## src/rtl/uart_pkg.sv

```systemverilog
// Shared definitions for the UART receive path:
// default clock/baud/depth and receiver FSM encodings.
package uart_pkg;

    localparam int CLK_DEF   = 28000000;
    localparam int BPS_DEF   = 115200;
    localparam int DEPTH_DEF = 16;

    typedef enum logic [2:0] {
        IDLE,
        START,
        DATA,
        STOP,
        BREAK_WAIT
    } rx_state_t;

endpackage

```

## src/rtl/uart_fifo.sv

```systemverilog
// Byte FIFO, DEPTH x 8, for the UART receiver.
// Ports: clk, rst, push/wdata, pop, rdata (0 when empty), count, full, empty.
module uart_fifo #(
    parameter int DEPTH = 16,
    parameter int AW    = $clog2(DEPTH)
) (
    input  logic        clk,
    input  logic        rst,
    input  logic        push,
    input  logic [7:0]  wdata,
    input  logic        pop,
    output logic [7:0]  rdata,
    output logic [AW:0] count,
    output logic        full,
    output logic        empty
);
    logic [7:0]    mem [DEPTH];
    logic [AW-1:0] wr_ptr;
    logic [AW-1:0] rd_ptr;
    logic          do_pop;
    logic          do_push;

    assign empty = (count == '0);
    assign full  = (count == (AW+1)'(DEPTH));

    // A pop in the same cycle frees a slot, so a push into a full FIFO wins.
    assign do_pop  = pop && !empty;
    assign do_push = push && (!full || do_pop);

    always_ff @(posedge clk) begin
        if (rst) begin
            wr_ptr <= '0;
            rd_ptr <= '0;
            count  <= '0;
        end else begin
            if (do_push)
                wr_ptr <= wr_ptr + 1'b1;
            if (do_pop)
                rd_ptr <= rd_ptr + 1'b1;
            if (do_push && !do_pop)
                count <= count + 1'b1;
            else if (do_pop && !do_push)
                count <= count - 1'b1;
        end
    end

    always_ff @(posedge clk) begin
        if (do_push)
            mem[wr_ptr] <= wdata;
    end

    assign rdata = empty ? 8'h00 : mem[rd_ptr];

endmodule

```

## src/rtl/uart_rx_fifo.sv

```systemverilog
// 8N1 UART receiver with receive FIFO and hysteretic RTS flow control.
// Ports: clk, rst, rx, data_read (pop on fall); rxdata, rxrecv, rts, overflow, frame_err.
module uart_rx_fifo
    import uart_pkg::*;
#(
    parameter int CLK   = CLK_DEF,
    parameter int BPS   = BPS_DEF,
    parameter int DEPTH = DEPTH_DEF
) (
    input  logic       clk,
    input  logic       rst,
    input  logic       rx,
    input  logic       data_read,
    output logic [7:0] rxdata,
    output logic       rxrecv,
    output logic       rts,
    output logic       overflow,
    output logic       frame_err
);
    localparam int DIV = CLK / BPS;
    localparam int CW  = $clog2(DIV + 1);
    localparam int AW  = $clog2(DEPTH);

    localparam logic [CW-1:0] DIV_FULL = CW'(DIV);
    localparam logic [CW-1:0] DIV_HALF = CW'(DIV / 2);
    localparam logic [AW:0]   RTS_ON   = (AW+1)'(DEPTH - 4);
    localparam logic [AW:0]   RTS_OFF  = (AW+1)'(DEPTH / 2);

    rx_state_t     state;
    logic          rx_meta;
    logic          rx_sync;
    logic [CW-1:0] baud_cnt;
    logic [2:0]    bit_idx;
    logic [7:0]    shreg;
    logic          push_q;
    logic [7:0]    byte_q;
    logic          dr_q;
    logic          pop;
    logic          expire;
    logic [AW:0]   count;
    logic          full;
    logic          empty;

    always_ff @(posedge clk) begin
        if (rst) begin
            rx_meta <= 1'b1;
            rx_sync <= 1'b1;
            dr_q    <= 1'b0;
        end else begin
            rx_meta <= rx;
            rx_sync <= rx_meta;
            dr_q    <= data_read;
        end
    end

    assign pop = dr_q && !data_read;

    // Counter loaded with N expires N cycles later.
    assign expire = (baud_cnt <= CW'(1));

    always_ff @(posedge clk) begin
        if (rst) begin
            state     <= IDLE;
            baud_cnt  <= '0;
            bit_idx   <= '0;
            shreg     <= '0;
            push_q    <= 1'b0;
            byte_q    <= '0;
            frame_err <= 1'b0;
        end else begin
            push_q    <= 1'b0;
            frame_err <= 1'b0;
            if (!expire)
                baud_cnt <= baud_cnt - 1'b1;
            unique case (state)
                IDLE: begin
                    if (!rx_sync) begin
                        baud_cnt <= DIV_HALF;
                        state    <= START;
                    end
                end
                START: begin
                    if (expire) begin
                        if (!rx_sync) begin
                            baud_cnt <= DIV_FULL;
                            bit_idx  <= '0;
                            state    <= DATA;
                        end else begin
                            state <= IDLE;
                        end
                    end
                end
                DATA: begin
                    if (expire) begin
                        shreg    <= {rx_sync, shreg[7:1]};
                        baud_cnt <= DIV_FULL;
                        bit_idx  <= bit_idx + 1'b1;
                        if (bit_idx == 3'd7)
                            state <= STOP;
                    end
                end
                STOP: begin
                    if (expire) begin
                        if (rx_sync) begin
                            push_q <= 1'b1;
                            byte_q <= shreg;
                            state  <= IDLE;
                        end else begin
                            frame_err <= 1'b1;
                            state     <= BREAK_WAIT;
                        end
                    end
                end
                BREAK_WAIT: begin
                    if (rx_sync)
                        state <= IDLE;
                end
                default: state <= IDLE;
            endcase
        end
    end

    always_ff @(posedge clk) begin
        if (rst) begin
            rts      <= 1'b0;
            overflow <= 1'b0;
        end else begin
            overflow <= push_q && full && !pop;
            if (count >= RTS_ON)
                rts <= 1'b1;
            else if (count <= RTS_OFF)
                rts <= 1'b0;
        end
    end

    uart_fifo #(
        .DEPTH(DEPTH)
    ) u_fifo (
        .clk   (clk),
        .rst   (rst),
        .push  (push_q),
        .wdata (byte_q),
        .pop   (pop),
        .rdata (rxdata),
        .count (count),
        .full  (full),
        .empty (empty)
    );

    assign rxrecv = !empty;

endmodule

```

## config.mk

```make
export PLATFORM = sky130hd
export DESIGN_NAME = uart_rx_fifo
export DESIGN_NICKNAME = d
export VERILOG_FILES = /design/src/rtl/uart_pkg.sv /design/src/rtl/uart_fifo.sv /design/src/rtl/uart_rx_fifo.sv
export SDC_FILE = /design/constraint.sdc
export NUM_CORES = 1
export LEC_CHECK = 0
export CAP_MARGIN = 10
export CORE_ASPECT_RATIO = 0.9
export CORE_UTILIZATION = 40
export CTS_BUF_LIST = sky130_fd_sc_hd__clkbuf_8
export CTS_CLUSTER_SIZE = 25
export DETAILED_ROUTE_END_ITERATION = 10
export SYNTH_ARGS = -nofsm -noshare
export SYNTH_HDL_FRONTEND = slang
export SYNTH_HIERARCHICAL = 1
export SYNTH_SLANG_ARGS = --single-unit
```

## constraint.sdc

```tcl
create_clock -name clk -period 2.9 [get_ports clk]
set_input_delay 0.29 -clock clk [delete_from_list [all_inputs] [get_ports clk]]
set_output_delay 0.29 -clock clk [all_outputs]
set_load 0.02 [all_outputs]
```

**Signal wires on met1**

Scale bar: 50 um. Supply wires on this layer in grey.
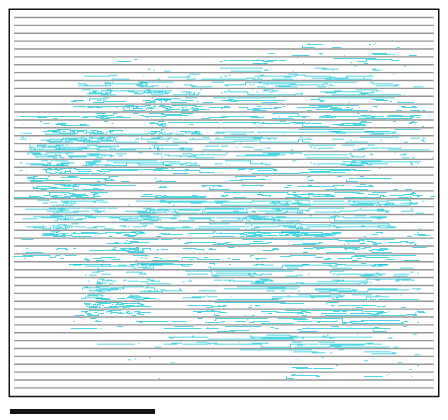
The layer holds 48% of the routed length. The wires run mostly horizontal. The layer carries 7190 um of wire. 539 nets have wire on it.
GRT met1 Usage: 0.225
Vias: 4386
final wirelength: 15100 um

**M2 wires**

Cells faint in the background.
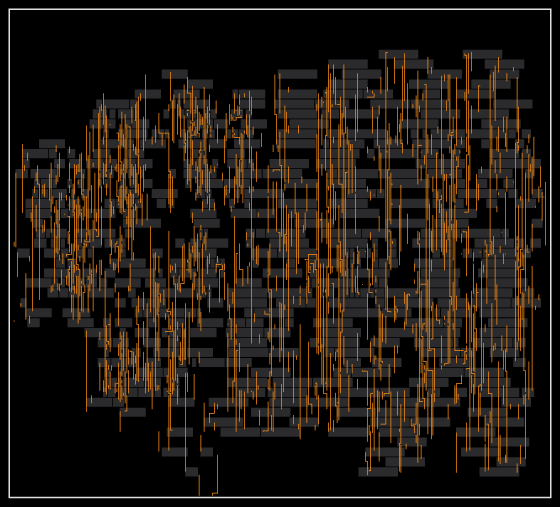
The layer holds 48% of the routed length. 477 nets have wire on it. The wires run mostly vertical. The longest straight run is 67.7 um. The layer carries 7270 um of wire.
met2 usage: 0.266

**Metal 3**

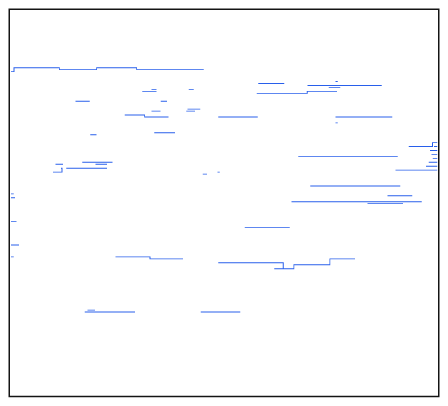
The layer holds 3.7% of the routed length. The layer carries 552 um of wire. The wires run mostly horizontal.

==> impl_metrics.json <==
{
  "yosysUniqueCellTypes": 61,
  "dp.cells": 774,
  "crit_fanout": 6,
  "common_cells": "edfxtp_1, dfxtp_1, nor2_1",
  "finalWeightedCongestion": 0.796,
  "worstSetupPathType": "flop to flop",
  "yosysTopAreaCell": "edfxtp_1",
  "clock_path_buffers": 2,
  "dieHeight_um": 133,
  "setup_viol": 0,
  "core_util_floorplan": 0.413,
  "cts_sinks": 182,
  "final_max_slew_viol_count": 0,
  "overflow": 0,
  "top_cell_area_share": 0.503,
  "maxCapViolCount": 0,
  "die_area_um2": 19700,
  "vias_per_cell": 5.43,
  "clkTransAtPathRegs_ns": 0.09,
  "numSynthFlops": 182,
  "synth-edff-count": 128,
  "finalCritPeriodShare": 0.954,
  "postCtsSetupRepairBufs": 0,
  "worst_slew_pin_slew_ns": 0.676,
  "cts_root_buf": "clkbuf_8",
  "port_buffers": 15,
  "slew_headroom": 0.538,
  "cts_hold_buf": 0,
  "clockPowerShare": 0.312,
  "grt_pass1_vias": 4392,
  "dp_hpwl_um": 9720,
  "io_pins": 16,
  "grt_pass1_wl_um": 24100,
  "drtPass1Iterations": 5,
  "power.internal_w": 0.00361,
  "clock.fmax_mhz": 362,
  "warnings": 30,
  "power_density_nw_per_um2": 586,
  "p_seq_frac": 0.574,
  "drc": 0,
  "setup_tns_ns": 0,
  "ys_cells": 523,
  "synth.area.top_cells": "edfxtp_1, dfxtp_1, mux4_2",
  "skew_ns": 0.0129,
  "power.switching_w": 0.00137,
  "top_usage_layer": "met2",
  "cp.required_ns": 3.24,
  "syn_nets": 541,
  "swShare": 0.275,
  "worst_setup_path_start_kind": "flop",
  "postSynthSeqShare": 0.644,
  "worstPathArrival_ns": 3.10,
  "rsz0062_at_grt": "no",
  "cts_tree": "done",
  "htreeDepth": 4,
  "ir_worst_vdd_uv": 358,
  "rows": 47,
  "outcome": "complete, no violations",
  "ys_dominant_reg_cell": "edfxtp_1",
  "grt_max_degree": 38,
  "yosysChipArea_um2": 7640,
  "drt_iter0_drc": 270,
  "top_cell": "edfxtp_1",
  "cp-end-kind": "flop",
  "nets": 567,
  "p_comb_frac": 0.113,
  "cts_buffers": 17,
  "min_period_ns": 2.77,
  "hp-class": "input port to flop",
  "power.leakage_nw": 2.82,
  "avgSynthCellArea_um2": 14.6,
  "insertion_delay_ns": 0.45,
  "n_fill_cell": 1634,
  "num_antenna_cells": 0,
  "die_x_um": 148,
  "async_reset_ff_frac": 0,
  "synth_area_um2": 7640,
  "yosysWarnings": 6,
  "drive_gt1_frac": 0.169,
  "core_area_um2": 18500,
  "hold_viol": 0,
  "syn_inst": 523,
  "antenna_found_initial": 0,
  "ant_nets": 0,
  "fin_cells": 807,
  "area_growth_pct": 11.2,
  "total_power_w": 0.00498
}
**Routing congestion**

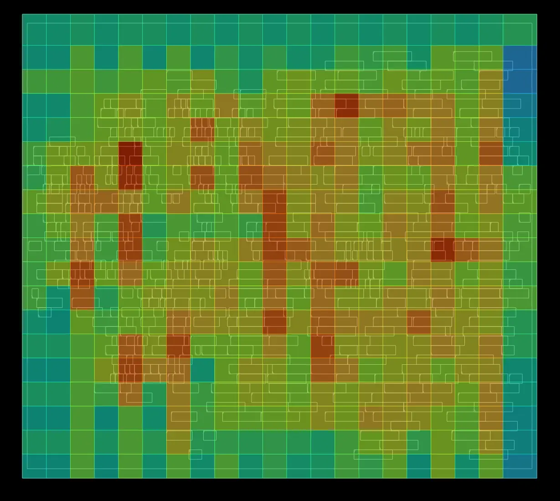
GRT Total Usage: 0.164
Routed wire per std cell: 18.7 um
Final Core Density: 0.459
GR Util met3: 0.0377

**Routed metal per tile**

30 x 27 tiles, from dark blue (low) to red (high), scaled to the fullest tile. Values are wire area over tile area, all layers added.
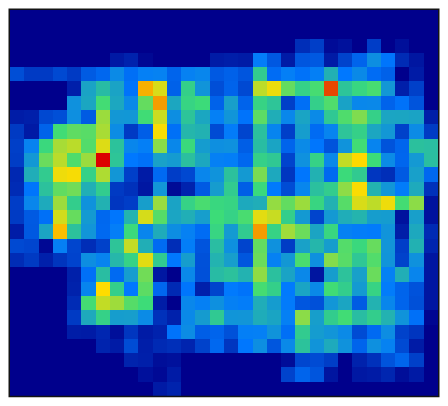
11% of the tiles are over half the peak. The emptiest ninth of the die: south-west. The mean over all tiles is 0.12. The fullest tile reaches 0.50. 25% of the tiles are nearly empty.

[stage by stage]
stage               instance area, um2  setup WS, ns  hold slack, ns
floorplan                         7640         0.369           0.389
global placement                  8110         0.196           0.393
detailed placement                8110         0.128           0.394
CTS                               8470        0.0987           0.330
global route                      8500       0.00374           0.346
finish                            8500         0.134           0.370
[layout by cell type, fill, tap and decap left out, drive strengths merged, types with 2 or more instances in the layout]
master,count
a2111oi,2
a211oi,21
a21o,3
a21oi,26
a31o,2
a31oi,3
and3,3
buf,28
clkbuf,18
clkdlybuf4s50,6
clkinv,4
clkinvlp,3
dfxtp,54
dlygate4sd2,8
edfxtp,128
ha,13
inv,21
mux2i,13
mux4,32
nand2,23
nand2b,4
nand3,22
nand3b,2
nand4,3
nor2,36
nor2b,13
nor3,9
nor4,4
o2111a,2
o211ai,2
o21ai,14
o31ai,3
or2,3
or3,6
xnor2,5
xor2,7
[state kept, by name, summed over array words and instances, names as in the netlist, named ones only]
register / flops
u_fifo/mem: 128
baud_cnt: 8
byte_q: 8
shreg: 8
u_fifo/count: 5
u_fifo/rd_ptr: 4
u_fifo/wr_ptr: 4
bit_idx: 3
state: 3
dr_q: 1
frame_err: 1
overflow: 1
push_q: 1
rts: 1
rx_meta: 1
rx_sync: 1
[final cells by class]
cell class              count  area, um2  share of cell area
multi-input cells         292       2470               0.291
flip-flops and latches    182       4930               0.579
clock buffers              17        234              0.0275
well taps                 245        307              0.0361
repair buffers             43        388              0.0456
clock inverters            15        125              0.0147
inverters                  13       48.8             0.00574
[critical path, stage by stage (launching register included)]
cell and delay [ns]:
dfxtp_1 0.39, or4_4 0.59, o21ai_4 0.21, ha_1 0.20
inv_1 0.11, ha_1 0.34, a21oi_1 0.20, a211oi_1 0.10
a31oi_1 0.18, mux2_2 0.35
[layer usage]
metal,share of wire,vias to the layer above
met2,0.48,88
met4,0.0054,0
met3,0.037,7
li1,-,2053
met5,0,-
met1,0.48,2238
[power groups by stage]
stage / clock (W) / combinational (W) / sequential [W]
2_1_floorplan: 0 / 0.000529 / 0.00290
3_3_place_gp: 0 / 0.000548 / 0.00291
3_5_place_dp: 0 / 0.000560 / 0.00292
4_1_cts: 0.00160 / 0.000563 / 0.00286
5_1_grt: 0.00172 / 0.000638 / 0.00287
6_report: 0.00156 / 0.000565 / 0.00286
[worst paths after layout]
check | start | endpoint | slack, ns | cells after the start
setup / recovery | u_fifo/count[0] | u_fifo/count[4] | 0.13 | 9
hold / removal | rst | u_fifo/wr_ptr[2] | 0.37 | 2
setup reg to reg | u_fifo/count[0] | u_fifo/count[4] | 0.13 | 9
hold reg to reg | rx_meta | rx_sync | 0.42 | 1
[kinds of logic after synthesis]
family / share of synthesized area
mux: 0.117
xor+xnor: 0.0138
fa+ha+maj: 0.0239
compound gates: 0.0753
flops: 0.644
simple gates: 0.0917
buf+inv: 0.0339
[repair_timing]
action / CTS / global route
endpoints found under the setup margin: 8 / 3
cloned: 0 / 1
resized: 9 / 2
